--- src/rtl/mips_cpu_pkg.sv ---
// Shared CPU types and constants; the memory arbiter additions live here.
package mips_cpu_pkg;

    typedef logic [31:0] im_addr_t;

    localparam int unsigned MEM_LAT        = 1;
    localparam int unsigned ARB_STARVE_MAX = 4;

    typedef enum logic {
        IDLE,
        READ_WAIT
    } arb_state_t;

    typedef enum logic [1:0] {
        OWN_NONE,
        OWN_IF,
        OWN_DM
    } arb_owner_t;

endpackage

--- src/rtl/mem_arbiter_starve_cnt.sv ---
// Saturating wait counter for the fetch port; o_force_if overrides data priority.
module arb_starve_cnt
    import mips_cpu_pkg::*;
#(
    parameter int unsigned STARVE_MAX = ARB_STARVE_MAX
) (
    input  logic i_clk,
    input  logic i_rst_n,
    input  logic i_if_req,
    input  logic i_if_gnt,
    output logic o_force_if
);

    logic [3:0] r_cnt;

    always_ff @(posedge i_clk) begin
        if (!i_rst_n) begin
            r_cnt <= '0;
        end else if (!i_if_req || i_if_gnt) begin
            r_cnt <= '0;
        end else if (r_cnt != 4'(STARVE_MAX)) begin
            r_cnt <= r_cnt + 4'd1;
        end
    end

    assign o_force_if = (r_cnt == 4'(STARVE_MAX));

endmodule

--- src/rtl/mem_arbiter.sv ---
// Single-port memory arbiter between instruction fetch and data access.
// Data has priority; a starvation guard forces fetch after STARVE_MAX lost cycles.
module mem_arbiter
    import mips_cpu_pkg::*;
#(
    parameter int unsigned ADDR_W     = $bits(im_addr_t),
    parameter int unsigned DATA_W     = 32,
    parameter int unsigned LAT        = MEM_LAT,
    parameter int unsigned STARVE_MAX = ARB_STARVE_MAX
) (
    input  logic              cpu_clk_50M,
    input  logic              cpu_rst_n,
    input  logic              if_req,
    input  logic [ADDR_W-1:0] if_addr,
    output logic              if_gnt,
    output logic              if_rvalid,
    output logic [DATA_W-1:0] if_rdata,
    input  logic              dm_req,
    input  logic [3:0]        dm_we,
    input  logic [ADDR_W-1:0] dm_addr,
    input  logic [DATA_W-1:0] dm_wdata,
    output logic              dm_gnt,
    output logic              dm_rvalid,
    output logic [DATA_W-1:0] dm_rdata,
    output logic              mem_ce,
    output logic [3:0]        mem_we,
    output logic [ADDR_W-1:0] mem_addr,
    output logic [DATA_W-1:0] mem_wdata,
    input  logic [DATA_W-1:0] mem_rdata
);

    if (LAT < 1 || LAT > 4) begin : g_bad_lat
        $error("mem_arbiter: LAT must be in 1..4");
    end
    if (STARVE_MAX < 1 || STARVE_MAX > 15) begin : g_bad_starve
        $error("mem_arbiter: STARVE_MAX must be in 1..15");
    end

    arb_state_t        r_state, w_state_nxt;
    arb_owner_t        r_owner, w_owner_nxt;
    logic [2:0]        r_lat_cnt, w_lat_cnt_nxt;
    logic              w_force_if;
    logic              w_rd_done;
    logic              w_can_grant;
    logic              w_if_win;
    logic              w_dm_win;
    logic              r_mem_ce;
    logic [3:0]        r_mem_we;
    logic [ADDR_W-1:0] r_mem_addr;
    logic [DATA_W-1:0] r_mem_wdata;

    arb_starve_cnt #(
        .STARVE_MAX (STARVE_MAX)
    ) u_starve (
        .i_clk      (cpu_clk_50M),
        .i_rst_n    (cpu_rst_n),
        .i_if_req   (if_req),
        .i_if_gnt   (w_if_win),
        .o_force_if (w_force_if)
    );

    // The last READ_WAIT cycle doubles as a grant opportunity, so reads pipeline.
    assign w_rd_done   = (r_state == READ_WAIT) && (r_lat_cnt == 3'(LAT));
    assign w_can_grant = cpu_rst_n && ((r_state == IDLE) || w_rd_done);

    always_ff @(posedge cpu_clk_50M) begin
        if (!cpu_rst_n) begin
            r_state   <= IDLE;
            r_owner   <= OWN_NONE;
            r_lat_cnt <= '0;
        end else begin
            r_state   <= w_state_nxt;
            r_owner   <= w_owner_nxt;
            r_lat_cnt <= w_lat_cnt_nxt;
        end
    end

    always_comb begin
        w_state_nxt   = r_state;
        w_owner_nxt   = r_owner;
        w_lat_cnt_nxt = r_lat_cnt;
        w_if_win      = 1'b0;
        w_dm_win      = 1'b0;

        if (w_can_grant) begin
            w_if_win = if_req && (!dm_req || w_force_if);
            w_dm_win = dm_req && !(if_req && w_force_if);
        end

        case (r_state)
            IDLE: begin
                w_owner_nxt   = OWN_NONE;
                w_lat_cnt_nxt = '0;
            end
            READ_WAIT: begin
                if (w_rd_done) begin
                    w_state_nxt   = IDLE;
                    w_owner_nxt   = OWN_NONE;
                    w_lat_cnt_nxt = '0;
                end else begin
                    w_lat_cnt_nxt = r_lat_cnt + 3'd1;
                end
            end
            default: begin
                w_state_nxt = IDLE;
                w_owner_nxt = OWN_NONE;
            end
        endcase

        if (w_if_win || (w_dm_win && (dm_we == 4'b0000))) begin
            w_state_nxt   = READ_WAIT;
            w_owner_nxt   = w_if_win ? OWN_IF : OWN_DM;
            w_lat_cnt_nxt = '0;
        end
    end

    always_ff @(posedge cpu_clk_50M) begin
        if (!cpu_rst_n) begin
            r_mem_ce    <= 1'b0;
            r_mem_we    <= '0;
            r_mem_addr  <= '0;
            r_mem_wdata <= '0;
        end else begin
            r_mem_ce <= w_if_win || w_dm_win;
            if (w_dm_win) begin
                r_mem_we    <= dm_we;
                r_mem_addr  <= dm_addr;
                r_mem_wdata <= dm_wdata;
            end else if (w_if_win) begin
                r_mem_we    <= '0;
                r_mem_addr  <= if_addr;
                r_mem_wdata <= '0;
            end else begin
                r_mem_we    <= '0;
            end
        end
    end

    assign if_gnt    = w_if_win;
    assign dm_gnt    = w_dm_win;
    assign if_rvalid = cpu_rst_n && w_rd_done && (r_owner == OWN_IF);
    assign dm_rvalid = cpu_rst_n && w_rd_done && (r_owner == OWN_DM);
    assign if_rdata  = mem_rdata;
    assign dm_rdata  = mem_rdata;
    assign mem_ce    = r_mem_ce;
    assign mem_we    = r_mem_we;
    assign mem_addr  = r_mem_addr;
    assign mem_wdata = r_mem_wdata;

endmodule

--- config.mk ---
export PLATFORM = sky130hd
export DESIGN_NAME = mem_arbiter
export DESIGN_NICKNAME = d
export VERILOG_FILES = /design/src/rtl/mips_cpu_pkg.sv /design/src/rtl/mem_arbiter_starve_cnt.sv /design/src/rtl/mem_arbiter.sv
export SDC_FILE = /design/constraint.sdc
export NUM_CORES = 1
export LEC_CHECK = 0
export CORE_AREA = 2 2 105 107
export DETAILED_ROUTE_END_ITERATION = 12
export DIE_AREA = 0 0 107 109
export DONT_BUFFER_PORTS = 1
export PLACE_DENSITY = 0.6
export REMOVE_ABC_BUFFERS = 1
export SKIP_LAST_GASP = 1
export SLEW_MARGIN = 20
export SYNTH_ARGS = -nofsm -noshare
export SYNTH_HDL_FRONTEND = slang
export SYNTH_SLANG_ARGS = --single-unit
--- constraint.sdc ---
create_clock -name cpu_clk_50M -period 2.7 [get_ports cpu_clk_50M]
set_input_delay 0.54 -clock cpu_clk_50M [delete_from_list [all_inputs] [get_ports cpu_clk_50M]]
set_output_delay 0.54 -clock cpu_clk_50M [all_outputs]
set_load 0.02 [all_outputs]
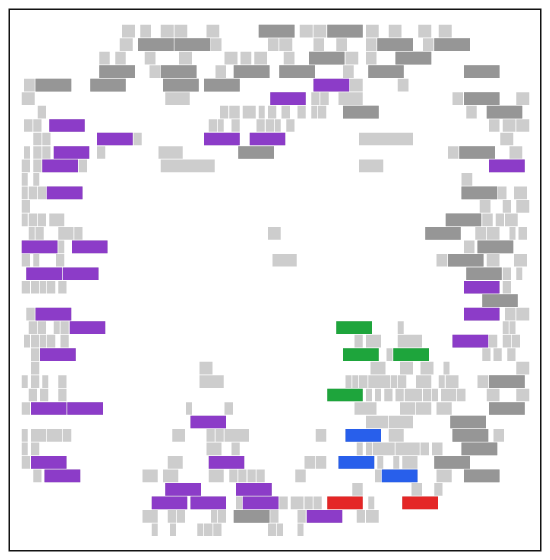
**Above:** sequential cells grouped by signal name.
Other sequential cells in the stronger grey, the rest of the logic in the fainter grey.
| signal | colour | flops |
|---|---|---|
| mem_addr | purple | 32 |
| u_starve.r_cnt | green | 4 |
| r_owner | red | 2 |
| r_lat_cnt | blue | 3 |
not coloured: 38

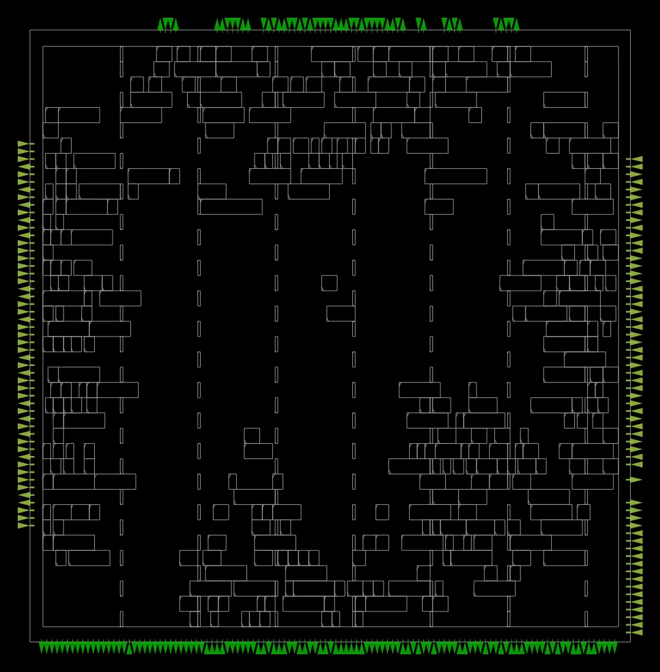
**Above:** placed standard cells.
sequential cells: 79
Seq/total area: 46.3%

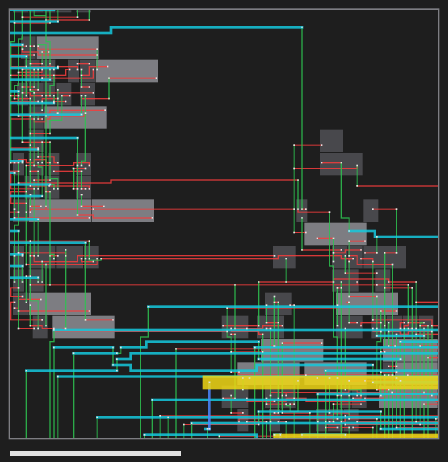
**Above:** zoomed window.
Bar = 20 µm. Window x 2 to 52, y 2 to 52 µm. Cells in grey, sequential cells in the stronger grey; small squares are vias.
| layer | colour |
|---|---|
| met3 | cyan |
| met5 | yellow |
| met4 | blue |
| met1 | red |
| met2 | green |
cells with their middle in the window: 72
netlist names of flops here include: mem_addr (14), mem_ce (1)
sequential cells in the window: 15
most frequent: a21oi_1 (18), dfxtp_1 (15)

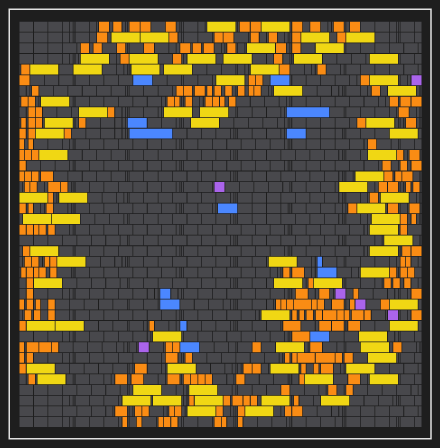
**Above:** placed cells, one colour a class.
Fill, decap, tap and diode cells in grey.
| class | colour | cells |
|---|---|---|
| flip-flops | yellow | 79 |
| other buffers and delay cells | purple | 6 |
| all other logic | orange | 243 |
| clock drivers and dummy loads | blue | 14 |

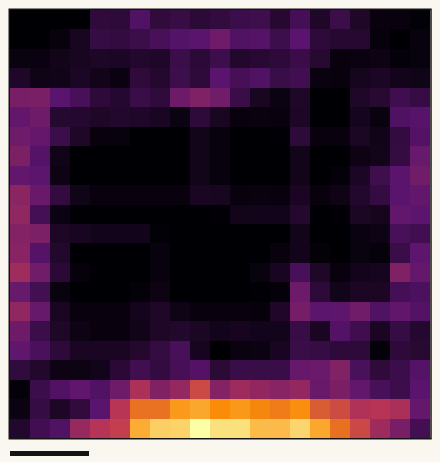
**Above:** wiring heat map.
Bar = 20 µm. 21 x 22 tiles, from black (low) to pale yellow (high), scaled to the fullest tile. Values are wire area over tile area, all layers added.
mean over tiles: 0.18
emptiest ninth of the die: centre
fullest tile: 1.2

==> notes.md <==
yosys + openroad results -> CTS buffer count=9, share of layout cells above drive strength 1=9.36%, top cell type's share of synthesized area=43.4%, met3 wire length=2.16 mm, CP max-delay cell=a221oi_1, initial antenna violation count=0, Total Neg Setup Slack=0 ns, crit-path leading delay family=AND-OR/OR-AND gates, number of global-route vias before repair=2,374, Final Hold Vio Count=0, Die W=107 µm, Initial Util=34.4%, Max Freq=0.403 GHz, Final Slew Violations=0, met1 Usage GRT=18.9%, first-pass GRT wire length=14.0 mm, dpl cells=468, Top Layout Cells=dfxtp_1 (79), a21oi_1 (58), nand2_1 (34), o21ai_0 (33), nor2b_1 (33), met2 Use GR=20.4%, post_cts resized=0, Post-CTS Setup Inserts=0, worst rel slew slack=52.2%, final worst slack=0.218 ns, crit end category=output pin, Log Warnings=27, FF-to-FF setup slack=0.51 ns, crit path DAT=1.94 ns, fin crit share=91.9%, Yosys cell types=33, ys cells=415, nets@finish=479, Hold Path Class=primary input to flop, critical path buffer and inverter count=2, utilization after layout=32.2%, max-cap viol count=0, Crit Path Category=flop to output pin, R2R cell count=8, status=completed, FF-to-FF End=mem_addr[7], CP peak stage delay=0.54 ns, CTS tree=built, clk buf depth=2, Slew @ Worst Pin=0.718 ns, sequential power share=54.4%, hold path cells=2, Yosys top cell by area=dfxtp_1, total power=2510 µW, Dominant comb cell=AND-OR/OR-AND gates, Clock Power=928 µW, critical path depth=5, Logic pwr share=8.7%, Ports=273, largest power group=registers, Switch Pwr=681 µW, Power Sequential=1370 µW, Post-Synth Simple-Gate Area=13.1%, Top cell excl fill/tap=dfxtp_1, Worst Skew=0.00845 ns, Post-CTS Hold Fix Bufs=0, ANT cells=0, Num Clock Sinks=79, synthesis-to-layout area growth=-6.25%, root buffer cell=clkbuf_8, met2 wire len=3.98 mm, Max FO, Critical Path=6, final wirelength=10.4 mm, pre-CTS WS=0.554 ns, Setup crit start=u_starve.r_cnt[0], leakage=0.00124 µW, fin crit period=2.48 ns, Finished Cell Area=3410 µm², pwr dens=736 nW/µm², DRT Pass-1 Iters=5, H-tree Lvls=3, YS warnings=0, Worst Hold Launch=if_addr[23], Worst-path clk slew=0.08 ns, Cell area leaders=dfxtp_1 (43%), buf_4 (14%), a21oi_1 (8.0%), hold slack final=0.315 ns, Site Rows=38, Critical Path RT=2.16 ns, GR peak layer=met2, Mapped Area=3640 µm², Worst Setup EP=if_gnt, maximum VDD drop=0.228 mV
cells in the mapped netlist, drive strengths merged:
master,count
and4b,1
xnor2,3
nor3,2
nor2b,33
a221oi,1
clkbuf,18
o22ai,1
dfxtp,79
nand2b,1
a211o,1
a21oi,68
a21o,1
o21ai,33
o31a,1
buf,75
nor3b,1
inv,6
nand2,34
a22oi,32
ha,4
nand3b,1
or4,1
a22o,1
nand4b,1
nor2,8
nand3,3
and2,5
cell type report:
class	instances	area, µm²
Multi-Input combinational cell	237	1390
Fill cell	1097	7190
Clock buffer	10	128
Inverter	6	27.5
Timing Repair Buffer	6	45.0
Sequential cell	79	1580
Tap cell	140	175
Clock inverter	4	72.6
Power is estimated from default activity; no workload was simulated.
